===== config.mk =====
export PLATFORM = sky130hd
export DESIGN_NAME = lfsr_multi
export DESIGN_NICKNAME = d
export VERILOG_FILES = /design/src/rtl/lfsr_pkg.sv /design/src/rtl/lfsr_step.sv /design/src/rtl/lfsr_multi.sv
export SDC_FILE = /design/constraint.sdc
export NUM_CORES = 1
export LEC_CHECK = 0
export ABC_CLOCK_PERIOD_IN_PS = 4900
export CAP_MARGIN = 20
export CORE_MARGIN = 4
export CORE_UTILIZATION = 52
export CTS_CLUSTER_DIAMETER = 150
export DETAILED_ROUTE_END_ITERATION = 8
export PLACE_DENSITY = 0.91
export SLEW_MARGIN = 20
export SYNTH_ARGS = -nofsm -noshare
export SYNTH_HDL_FRONTEND = slang
export SYNTH_SLANG_ARGS = --single-unit

===== constraint.sdc =====
create_clock -name clk -period 4.9 [get_ports clk]
set_input_delay 0.98 -clock clk [delete_from_list [all_inputs] [get_ports clk]]
set_output_delay 0.98 -clock clk [all_outputs]
set_load 0.01 [all_outputs]

===== src/rtl/lfsr_pkg.sv =====
// Shared constants and helpers for the multi-step LFSR family.
package lfsr_pkg;

    localparam logic [3:0]  TAPS_W4  = 4'h3;
    localparam logic [15:0] TAPS_W16 = 16'h100B;

    // Default feedback tap mask for a given width, zero-extended to 32 bits.
    function automatic logic [31:0] default_taps(input int width);
        logic [31:0] taps_v;
        case (width)
            4:       taps_v = {28'h0000000, TAPS_W4};
            16:      taps_v = {16'h0000, TAPS_W16};
            default: taps_v = 32'h0000_0003;
        endcase
        return taps_v;
    endfunction

    // State that an XNOR (all-ones) or XOR (all-zeros) LFSR can never leave.
    function automatic logic [31:0] lockup_val(input logic xnor_mode, input int width);
        logic [31:0] val_v;
        if (xnor_mode) begin
            val_v = 32'hFFFF_FFFF >> (32 - width);
        end else begin
            val_v = 32'h0000_0000;
        end
        return val_v;
    endfunction

endpackage


===== src/rtl/lfsr_step.sv =====
// One combinational Fibonacci shift: feedback enters at the MSB, state shifts right.
module lfsr_step
    import lfsr_pkg::*;
#(
    parameter int              WIDTH     = 16,
    parameter logic [WIDTH-1:0] TAPS     = WIDTH'(default_taps(WIDTH)),
    parameter bit              XNOR_MODE = 1'b1
) (
    input  logic [WIDTH-1:0] state_i,
    output logic [WIDTH-1:0] state_o
);

    logic parity_s;
    logic fb_s;

    // Parity of the tapped bits, optionally inverted, shifted in at the top.
    always_comb begin
        parity_s = ^(state_i & TAPS);
        if (XNOR_MODE) begin
            fb_s = ~parity_s;
        end else begin
            fb_s = parity_s;
        end
        state_o = {fb_s, state_i[WIDTH-1:1]};
    end

endmodule


===== src/rtl/lfsr_multi.sv =====
// LFSR advancing STEPS shifts per enabled cycle, with seed load, lockup
// substitution, wrap detection against the start value and an advance counter.
module lfsr_multi
    import lfsr_pkg::*;
#(
    parameter int               WIDTH     = 16,
    parameter logic [WIDTH-1:0] TAPS      = WIDTH'(default_taps(WIDTH)),
    parameter int               STEPS     = 1,
    parameter bit               XNOR_MODE = 1'b1,
    parameter logic [WIDTH-1:0] RESET_VAL = '0
) (
    input  logic             clk,
    input  logic             rst,
    input  logic             en,
    input  logic             load,
    input  logic [WIDTH-1:0] seed,
    output logic [WIDTH-1:0] out,
    output logic             valid,
    output logic             wrap,
    output logic             lockup_err,
    output logic [WIDTH-1:0] cnt
);

    localparam logic [WIDTH-1:0] LOCKUP = WIDTH'(lockup_val(XNOR_MODE, WIDTH));

    if (WIDTH < 3 || WIDTH > 32) begin : g_bad_width
        $error("lfsr_multi: WIDTH must be 3..32");
    end
    if (STEPS < 1 || STEPS > WIDTH) begin : g_bad_steps
        $error("lfsr_multi: STEPS must be 1..WIDTH");
    end
    if (TAPS == '0) begin : g_bad_taps
        $error("lfsr_multi: TAPS must be non-zero");
    end
    if (RESET_VAL == LOCKUP) begin : g_bad_reset
        $error("lfsr_multi: RESET_VAL must not be the lockup value");
    end

    logic [WIDTH-1:0] state_q, state_d;
    logic [WIDTH-1:0] start_q, start_d;
    logic [WIDTH-1:0] cnt_q, cnt_d;
    logic             valid_q, valid_d;
    logic             wrap_q, wrap_d;
    logic             lockup_err_q, lockup_err_d;
    logic [WIDTH-1:0] adv_s;

    // Chain of single-shift stages; each stage reads the previous stage's output.
    for (genvar i = 0; i < STEPS; i++) begin : g_step
        logic [WIDTH-1:0] in_s;
        logic [WIDTH-1:0] out_s;
        if (i == 0) begin : g_first
            assign in_s = state_q;
        end else begin : g_next
            assign in_s = g_step[i-1].out_s;
        end
        lfsr_step #(
            .WIDTH     (WIDTH),
            .TAPS      (TAPS),
            .XNOR_MODE (XNOR_MODE)
        ) u_step (
            .state_i (in_s),
            .state_o (out_s)
        );
    end

    assign adv_s = g_step[STEPS-1].out_s;

    // Next-state selection: load beats en; pulses default low every cycle.
    always_comb begin
        state_d      = state_q;
        start_d      = start_q;
        cnt_d        = cnt_q;
        valid_d      = 1'b0;
        wrap_d       = 1'b0;
        lockup_err_d = 1'b0;
        if (load) begin
            cnt_d = '0;
            if (seed == LOCKUP) begin
                state_d      = RESET_VAL;
                start_d      = RESET_VAL;
                lockup_err_d = 1'b1;
            end else begin
                state_d = seed;
                start_d = seed;
            end
        end else if (en) begin
            state_d = adv_s;
            valid_d = 1'b1;
            if (adv_s == start_q) begin
                wrap_d = 1'b1;
                cnt_d  = '0;
            end else begin
                cnt_d = cnt_q + WIDTH'(1);
            end
        end else begin
            state_d = state_q;
        end
    end

    // State registers with synchronous reset overriding load and en.
    always_ff @(posedge clk) begin
        if (rst) begin
            state_q      <= RESET_VAL;
            start_q      <= RESET_VAL;
            cnt_q        <= '0;
            valid_q      <= 1'b0;
            wrap_q       <= 1'b0;
            lockup_err_q <= 1'b0;
        end else begin
            state_q      <= state_d;
            start_q      <= start_d;
            cnt_q        <= cnt_d;
            valid_q      <= valid_d;
            wrap_q       <= wrap_d;
            lockup_err_q <= lockup_err_d;
        end
    end

    assign out        = state_q;
    assign valid      = valid_q;
    assign wrap       = wrap_q;
    assign lockup_err = lockup_err_q;
    assign cnt        = cnt_q;

endmodule


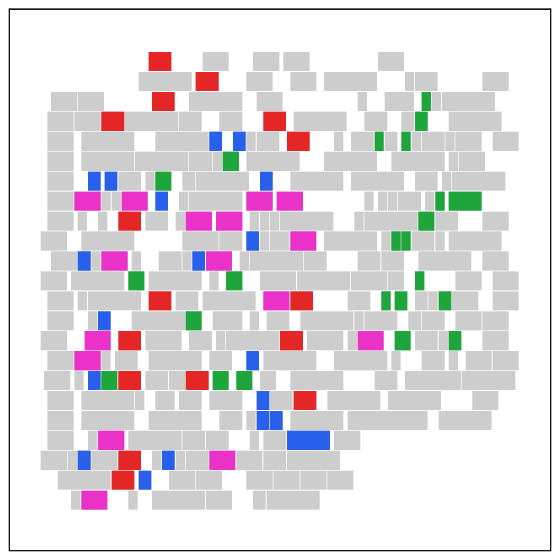
(run_1/logic_types.png)
Key: mux cells = magenta [cells 16, most used mux2i_1]; non-inverting ao/oa cells = red [cells 16, most used a22o_1]; nand cells = green [cells 23, most used nand4_1]; aoi and oai cells = blue [cells 19, most used a21oi_1]

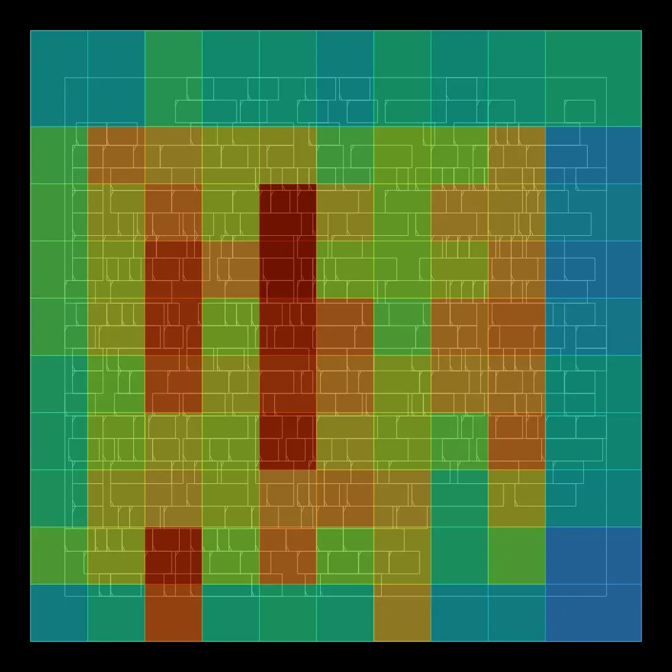
(run_1/congestion.png)
GRT Overall Usage: 20.4%
met1 usage: 24.3%
met2 Track Usage GR: 37.0%

==> notes.md, run 1 <==
run metrics: vias 1914, Layout fillers 329, I/O pin count 55, Final Cell Area 0.00292 mm^2, synthesis warning total 0, max-cap violation count 0, Top non-seq family simple AND/OR/NAND/NOR gates, metal2 WL 2.77 mm, Commonest flop dfxtp_1, crit path max fanout 23, first-pass GRT wire length 8.76 mm, first-pass iteration count of the detailed router 4, CTS Buf Count 5, sequential share of power 52.5%, Initial DRC Count 75, synthesized area per cell 9.35 um^2, hold path cells 1, cells in synth_stat.txt 240, gpl congestion 0.832, Netlist cell types 27, internal power 646 uW, CTS tree done, R2R depth 5, CP peak stage delay 0.99 ns, Crit. Startpoint load, clock tree buffer depth 2, reg2reg end cnt[2], Met1 Wirelength 2.15 mm, EDFF count, synth 0, final setup vio count 0, final max-slew violation count 0, CTS hold repair buffers 0, met3 wire length 361 um, CP max stage cell clkdlybuf4s50_1, Die X 73.7 um, setup TNS 0 ns, Clock Skew 0.00936 ns, family with the most delay on the worst path buffers and inverters, drt total wl 5.32 mm, Worst setup endpoint start_q[1], crit path DRT 5.13 ns, crit path kind input port to register, CP bufs+invs 1, status completed, Seq/Total Area, Yosys 45.5%, PostCTS Resize Cnt 0, Largest Pwr Group sequential cells, Max H-tree Level 2
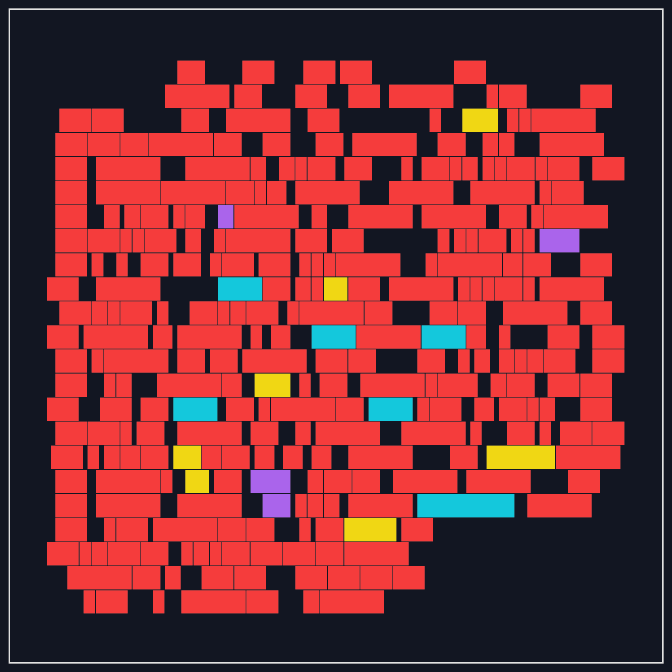
(run_1/sizes.png)
Key: _0 and _1 cells = red [cells 276, most used clkdlybuf4s50_1]; _6 and larger = cyan [cells 6, most used clkbuf_8]; _3 and _4 cells = yellow [cells 7, most used buf_4]; _2 cells = purple [cells 4]

run 1: registers in the layout, indices dropped and copies added (netlist names):
signal	count
cnt	16
lockup_err	1
out	16
start_q	16
valid	1
wrap	1
run 1: stage by stage:
stage | hold slack (ns) | setup WS, ns | std cells | power [uW] | util (%)
after floorplan | 0.463 | 2.68 | 240 | 523 | -
after global placement | 0.476 | 1.72 | 335 | 572 | 68.7
after detailed placement | 0.481 | 1.64 | 335 | 575 | 68.7
after CTS | 0.507 | 1.93 | 343 | 858 | 71.5
after global routing | 0.519 | 1.84 | 343 | 886 | 71.5
final | 0.505 | 1.90 | 343 | 855 | 71.5
run 1: area by class of cell:
| class | count | area share [%] |
|---|---|---|
| repair buffers | 56 | 19.0 |
| multi-input cells | 175 | 39.7 |
| flip-flops and latches | 51 | 34.9 |
| well taps | 50 | 2.14 |
| clock buffers | 5 | 2.35 |
| clock inverters | 3 | 1.50 |
| inverters | 3 | 0.385 |
run 1: layer usage:
layer | GRT usage (%) | up-vias
met3 | 4.38 | 5
met1 | 24.3 | 912
li1 | - | 926
met5 | 0 | -
met2 | 37.0 | 71
met4 | 5.03 | 0
run 1: synthesized netlist by cell type, types with 2 or more instances:
master | count | share of area (%)
dfxtp_1 | 51 | 46
nor2_1 | 51 | 8.5
xnor2_1 | 28 | 11
a21oi_1 | 16 | 3.6
a22o_1 | 16 | 6.2
mux2i_1 | 16 | 7.1
nand4_1 | 10 | 2.8
nand2_1 | 8 | 1.3
clkbuf_1 | 6 | 1.0
xor2_1 | 6 | 2.3
nor3_1 | 5 | 1.1
buf_2 | 4 | 0.89
nand3_1 | 4 | 0.89
inv_1 | 3 | 0.50
and3b_1 | 2 | 0.78
nor4_1 | 2 | 0.56
o21ai_0 | 2 | 0.45
==> run_1/wires.png <==
Two of the layers only.
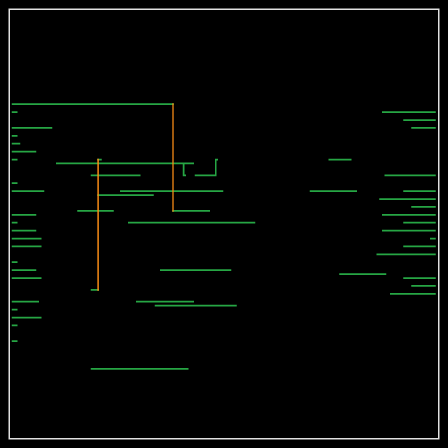

==> run 2: changes to the inputs <==
- ABC_CLOCK_PERIOD_IN_PS: 4900 -> 3100
- CORE_UTILIZATION: 52 -> 49
- PLACE_DENSITY: 0.91 -> 0.86
- clock period: 4.9 -> 3.1 ns (I/O delays scaled with it)
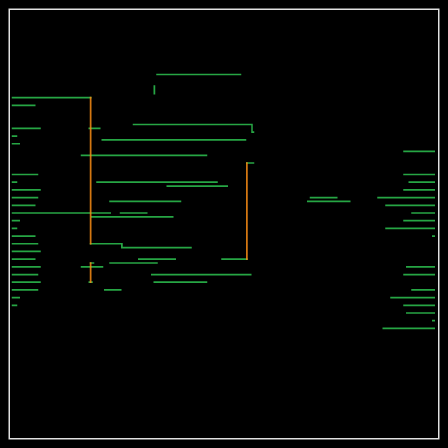
(run_2/wires.png)
Two of the layers only.
Key: metal 3 = green [wire length 431 um]; metal 4 = orange [wire length 46.2 um]

==> run 2 against run 1 <==
- non-clock buffer count increased by 3
- largest cell class unchanged
- clock skew is essentially flat
- sequential power is 58% higher
==> notes.md, run 2 <==
run metrics: CTS tree done, first-pass iteration count of the detailed router 4 (unchanged), cells in synth_stat.txt 240 (unchanged), CP bufs+invs 2 (+1), CTS hold repair buffers 0 (unchanged), Worst setup endpoint start_q[5], Clock Skew 0.00935 ns (-0.0000126 ns), CP max stage cell nor3b_2, # placed instances 340 (+1.5%), met3 wire length 431 um (+19%), status completed, family with the most delay on the worst path simple AND/OR/NAND/NOR gates, Die X 75.7 um (+2.7%), setup TNS 0 ns (unchanged), first-pass GRT wire length 8.43 mm (-3.8%), drt total wl 5.17 mm (-2.9%), crit path DRT 3.34 ns (-1.79 ns), I/O pin count 55 (unchanged), synthesis warning total 0 (unchanged), Final Instance Count excl. Fillers 347 (+1.2%), hold path cells 1 (unchanged), top cells by count dfxtp_1 (51), nor2_1 (51), xnor2_1 (28), R2R depth 5 (unchanged), crit path kind input port to register, Max H-tree Level 2 (unchanged), PostCTS Resize Cnt 0 (unchanged), final setup vio count 0 (unchanged), Initial DRC Count 101 (+35%), Seq/Total Area, Yosys 45.5% (unchanged), Crit. Startpoint seed[9], Commonest flop dfxtp_1, Cell area leaders dfxtp_1 (46%), xnor2_1 (11%), nor2_1 (8.5%), mux2i_1 (7.1%), a22o_1 (6.2%), met3 usage 4.22% (-0.16 points), CP peak stage delay 0.81 ns (-0.18 ns), Layout Utilization 67.0% (-4.6 points), clock tree buffer depth 2 (unchanged), met1 usage 26.4% (+2.2 points), GRT Overall Usage 19.3% (-1.2 points), Dominant cell area share 45.5% (unchanged), Netlist cell types 27 (unchanged)
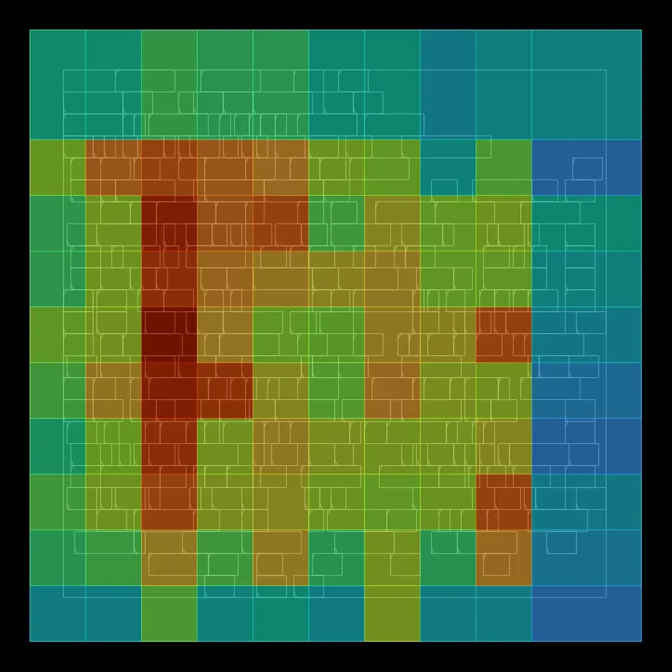
(run_2/congestion.png)
WL/cell: 14.9 um
met2 Track Usage GR: 30.7%

## run 2: cell count changes in the layout (fill, tap and decap cells not counted), sizes merged
cell	previous run	this run
clkinv	2	0
clkbuf	5	6
buf	2	5
## run 2: worst reg2reg max path, delay by kind of cell, from the launching register on
kind                      cells  cell delay [ns]
and+or+nand+nor               3             0.78
AOI/OAI and AO/OA             1             0.39
xor gates and xnor gates      1             0.18
DFF                           1             0.44
## run 2: cell type report
| type | count | area (um^2) |
|---|---|---|
| Timing Repair Buffer | 59 | 578 |
| Sequential cell | 51 | 1020 |
| Fill cell | 363 | 1450 |
| Clock buffer | 6 | 72.6 |
| Clock inverter | 1 | 30.0 |
| Tap cell | 52 | 65.1 |
| Multi-Input combinational cell | 175 | 1160 |
| Inverter | 3 | 11.3 |
## run 2: per-stage QoR
stage / power (uW) / setup slack [ns] / hold slack, ns / area (um^2)
2_1_floorplan: 826 / 1.24 / 0.463 / 2240
3_3_place_gp: 908 / 0.540 / 0.477 / 2830
3_5_place_dp: 912 / 0.504 / 0.483 / 2830
4_1_cts: 1350 / 0.822 / 0.505 / 2940
5_1_grt: 1390 / 0.661 / 0.515 / 2940
6_report: 1330 / 0.796 / 0.505 / 2940
## run 2: report_power, final
part	internal, uW	switching [uW]
Clock	237	201
Combinational	101	88.1
Sequential	681	27.8
Total	1020	317
## run 2: worst min-delay path by stage
stage / from / to
floorplan: start_q[0] / start_q[0]
global placement: start_q[8] / start_q[8]
detailed placement: start_q[0] / start_q[0]
global route: start_q[9] / start_q[9]
CTS: start_q[12] / start_q[12]
finish: start_q[12] / start_q[12]
## run 2: logic make-up after synthesis
family,count (synthesis)
AOI/OAI and AO/OA,35
xor gates and xnor gates,34
and+or+nand+nor,89
adders and majority gates,1
DFF,51
buffers and inverters,14
muxes,16
Power and IR drop assume default switching activity.
